<file path="src/rtl/tt_lane_alu_pkg.sv">
// Shared mode encodings and width helpers for the lane accumulate ALU.
package tt_lane_alu_pkg;

    localparam logic [1:0] MODE_AND4  = 2'd0;
    localparam logic [1:0] MODE_ABNCD = 2'd1;
    localparam logic [1:0] MODE_SUM   = 2'd2;
    localparam logic [1:0] MODE_ACC   = 2'd3;

    // Width that holds the sum of a+b+c+d over every lane without loss.
    function automatic int unsigned inc_width(input int unsigned lane_w, input int unsigned lanes);
        return lane_w + 32'd2 + $clog2(lanes);
    endfunction

endpackage

</file>
<file path="src/rtl/tt_lane_alu_lane.sv">
// Combinational single-lane function unit: bitwise modes, lane sum and carry.
module tt_lane_alu_lane
    import tt_lane_alu_pkg::*;
#(
    parameter int unsigned LANE_W = 2
) (
    input  logic [LANE_W-1:0] a,
    input  logic [LANE_W-1:0] b,
    input  logic [LANE_W-1:0] c,
    input  logic [LANE_W-1:0] d,
    input  logic [1:0]        mode,
    output logic [LANE_W-1:0] res,
    output logic              cout,
    output logic [LANE_W+1:0] lane_sum
);

    localparam int unsigned SW = LANE_W + 2;

    always_comb begin
        lane_sum = SW'(a) + SW'(b) + SW'(c) + SW'(d);
        res      = '0;
        cout     = 1'b0;
        case (mode)
            MODE_AND4:  res = a & b & c & d;
            MODE_ABNCD: res = (a & b) | (~c & d);
            MODE_SUM: begin
                res  = lane_sum[LANE_W-1:0];
                cout = |lane_sum[SW-1:LANE_W];
            end
            default: ;
        endcase
    end

endmodule

</file>
<file path="src/rtl/tt_um_lane_accum_alu.sv">
// Multi-lane ALU with running accumulator behind a 2-stage valid/ready pipeline.
module tt_um_lane_accum_alu
    import tt_lane_alu_pkg::*;
#(
    parameter int unsigned LANE_W = 2,
    parameter int unsigned LANES  = 4,
    parameter int unsigned ACC_W  = 8,
    parameter int unsigned SAT    = 0
) (
    input  logic                    clk,
    input  logic                    reset,
    input  logic                    ena,
    input  logic                    in_valid,
    output logic                    in_ready,
    input  logic [1:0]              mode,
    input  logic [LANES*LANE_W-1:0] op_a,
    input  logic [LANES*LANE_W-1:0] op_b,
    input  logic [LANES*LANE_W-1:0] op_c,
    input  logic [LANES*LANE_W-1:0] op_d,
    input  logic                    acc_clr,
    output logic                    out_valid,
    input  logic                    out_ready,
    output logic [LANES*LANE_W-1:0] res,
    output logic [LANES-1:0]        cout,
    output logic [ACC_W-1:0]        acc,
    output logic                    ovf
);

    localparam int unsigned BW  = LANES * LANE_W;
    localparam int unsigned LSW = LANE_W + 2;
    localparam int unsigned IW  = inc_width(LANE_W, LANES);
    localparam int unsigned SW  = ((IW > ACC_W) ? IW : ACC_W) + 1;

    logic              s1_v;
    logic [1:0]        s1_mode;
    logic [BW-1:0]     s1_a, s1_b, s1_c, s1_d;

    logic [BW-1:0]     lane_res;
    logic [LANES-1:0]  lane_cout;
    logic [LANES*LSW-1:0] lane_sums;

    logic              s2_adv, s1_adv, accept, acc_xfer;
    logic [IW-1:0]     inc;
    logic [ACC_W-1:0]  acc_base, acc_next;
    logic [SW-1:0]     acc_sum;
    logic              acc_carry;
    logic [BW-1:0]     acc_res;

    for (genvar i = 0; i < LANES; i++) begin : g_lane
        tt_lane_alu_lane #(.LANE_W(LANE_W)) u_lane (
            .a        (s1_a[i*LANE_W +: LANE_W]),
            .b        (s1_b[i*LANE_W +: LANE_W]),
            .c        (s1_c[i*LANE_W +: LANE_W]),
            .d        (s1_d[i*LANE_W +: LANE_W]),
            .mode     (s1_mode),
            .res      (lane_res[i*LANE_W +: LANE_W]),
            .cout     (lane_cout[i]),
            .lane_sum (lane_sums[i*LSW +: LSW])
        );
    end

    // Handshake: S1 moves only into a free (or draining) S2.
    always_comb begin
        s2_adv   = ~out_valid | out_ready;
        s1_adv   = s1_v & s2_adv;
        in_ready = ena & ~reset & (~s1_v | s1_adv);
        accept   = in_valid & in_ready;
        acc_xfer = s1_adv & (s1_mode == MODE_ACC);
    end

    // Accumulator next value; a same-cycle clear zeroes the base before adding.
    always_comb begin
        inc = '0;
        for (int unsigned i = 0; i < LANES; i++) begin
            inc = inc + IW'(lane_sums[i*LSW +: LSW]);
        end
        acc_base  = acc_clr ? '0 : acc;
        acc_sum   = SW'(acc_base) + SW'(inc);
        acc_carry = |acc_sum[SW-1:ACC_W];
        acc_next  = (acc_carry && (SAT != 0)) ? '1 : acc_sum[ACC_W-1:0];
        acc_res   = BW'(acc_next);
    end

    always_ff @(posedge clk or posedge reset) begin
        if (reset) begin
            s1_v      <= 1'b0;
            s1_mode   <= MODE_AND4;
            s1_a      <= '0;
            s1_b      <= '0;
            s1_c      <= '0;
            s1_d      <= '0;
            out_valid <= 1'b0;
            res       <= '0;
            cout      <= '0;
            acc       <= '0;
            ovf       <= 1'b0;
        end else if (ena) begin
            if (~s1_v | s1_adv) begin
                s1_v <= accept;
            end
            if (accept) begin
                s1_mode <= mode;
                s1_a    <= op_a;
                s1_b    <= op_b;
                s1_c    <= op_c;
                s1_d    <= op_d;
            end
            if (s2_adv) begin
                out_valid <= s1_v;
                if (s1_v) begin
                    res  <= (s1_mode == MODE_ACC) ? acc_res : lane_res;
                    cout <= lane_cout;
                end
            end
            if (acc_xfer) begin
                acc <= acc_next;
                ovf <= (~acc_clr & ovf) | acc_carry;
            end else if (acc_clr) begin
                acc <= '0;
                ovf <= 1'b0;
            end
        end
    end

endmodule
</file>
<file path="config.mk">
export PLATFORM = sky130hd
export DESIGN_NAME = tt_um_lane_accum_alu
export DESIGN_NICKNAME = d
export VERILOG_FILES = /design/src/rtl/tt_lane_alu_pkg.sv /design/src/rtl/tt_lane_alu_lane.sv /design/src/rtl/tt_um_lane_accum_alu.sv
export SDC_FILE = /design/constraint.sdc
export NUM_CORES = 1
export LEC_CHECK = 0
export ABC_CLOCK_PERIOD_IN_PS = 6900
export CAP_MARGIN = 20
export CELL_PAD_IN_SITES_DETAIL_PLACEMENT = 2
export CELL_PAD_IN_SITES_GLOBAL_PLACEMENT = 2
export CORE_ASPECT_RATIO = 0.6
export CORE_MARGIN = 1.5
export CORE_UTILIZATION = 35
export DETAILED_ROUTE_END_ITERATION = 10
export PLACE_DENSITY = 0.81
export SLEW_MARGIN = 20
export SYNTH_ARGS = -nofsm -noshare
export SYNTH_HDL_FRONTEND = slang
export SYNTH_SLANG_ARGS = --single-unit
</file>
<file path="constraint.sdc">
create_clock -name clk -period 6.9 [get_ports clk]
set_clock_uncertainty 0.2 [all_clocks]
set_input_delay 1.725 -clock clk [delete_from_list [all_inputs] [get_ports clk]]
set_output_delay 1.725 -clock clk [all_outputs]
set_load 0.03 [all_outputs]
</file>
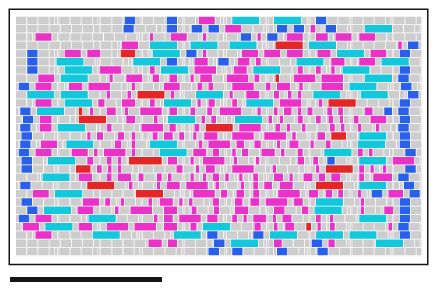
(images/placement_by_type.png)
The bar under the picture is 50 um long. Fill, decap, tap and diode cells in grey.
other buffers and delay cells: drawn in blue, cells 64, share of their area 14%. flops: drawn in cyan, cells 57, share of their area 30%. clock drivers and dummy loads: drawn in red, cells 16, share of their area 6.6%. combinational and other logic: drawn in magenta, cells 269, share of their area 49%.
post-layout util: 0.460
Core ar.: 10600 um2
# rows: 29
Seq area share: 0.294

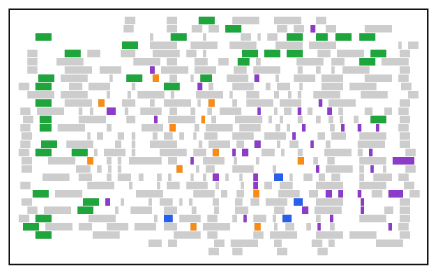
(images/logic_types.png)
NOR gates: drawn in orange, cells 12, most used nor2b_1. NAND gates: drawn in purple, cells 39, most used nand2_1. XOR/XNOR gates: drawn in blue, cells 4, most used xnor2_1. multiplexers: drawn in green, cells 34, most used mux2_4, where widely spread.
Non-Filler Instances: 545
top logic cell by instance count in the layout: clkdlybuf4s50_1

==> ci_impl_report.md <==
### Metrics collected by this job

| Metric | Value |
|---|---|
| CP Depth | `14` |
| Async S/R FF share, synth | `1.00` |
| Initial antenna violation count | `0` |
| DR WL/cell | `19.2 um` |
| Mapped Avg Cell Area | `11.3 um2` |
| # Taps | `139` |
| Post-Syn Instances | `336` |
| Final Routed Wirelength | `10.4 mm` |
| DRC Markers | `0` |
| Design area | `4850 um2` |
| Dpl cell area | `4540 um2` |
| Non-CTS buffers | `64` |
| Flop count | `57` |
| CP endpoint kind | `register` |
| Final min period | `5760 ps` |
| Die Y | `83.7 um` |
| Max Fanout on Critical Path | `10` |
| TritonCTS buffer count | `9` |
| Max-cap viol count | `0` |
| Status | `complete, no violations` |
| Non-clk buf share | `0.131` |
| Congestion Overflow GR | `0` |
| Antenna viol nets, final | `0` |
| Number of inserted diodes | `0` |
| I/O Buffers | `62` |
| Cell family with most CP delay | `adder cells` |
| # H-tree levels | `3` |
| Hold Path Origin | `res[6]` |
| Skew-Pair Late Insertion Delay | `330 ps` |
| Vias in the first global route | `3126` |
-- state kept, by name, summed over array words and instances (netlist names) --
register   count
acc            8
cout           4
out_valid      1
ovf            1
res            8
s1_a           8
s1_b           8
s1_c           8
s1_d           8
s1_mode        2
s1_v           1
-- layer usage --
| metal | share of wire | up-vias | wire length (um) | GRT usage |
|---|---|---|---|---|
| met5 | 0 | - | 0 | 0 |
| met4 | 0.010 | 0 | 108 | 0.0498 |
| met3 | 0.050 | 12 | 527 | 0.0480 |
| met2 | 0.45 | 60 | 4720 | 0.313 |
| met1 | 0.49 | 1382 | 5090 | 0.286 |
| li1 | - | 1242 | - | - |
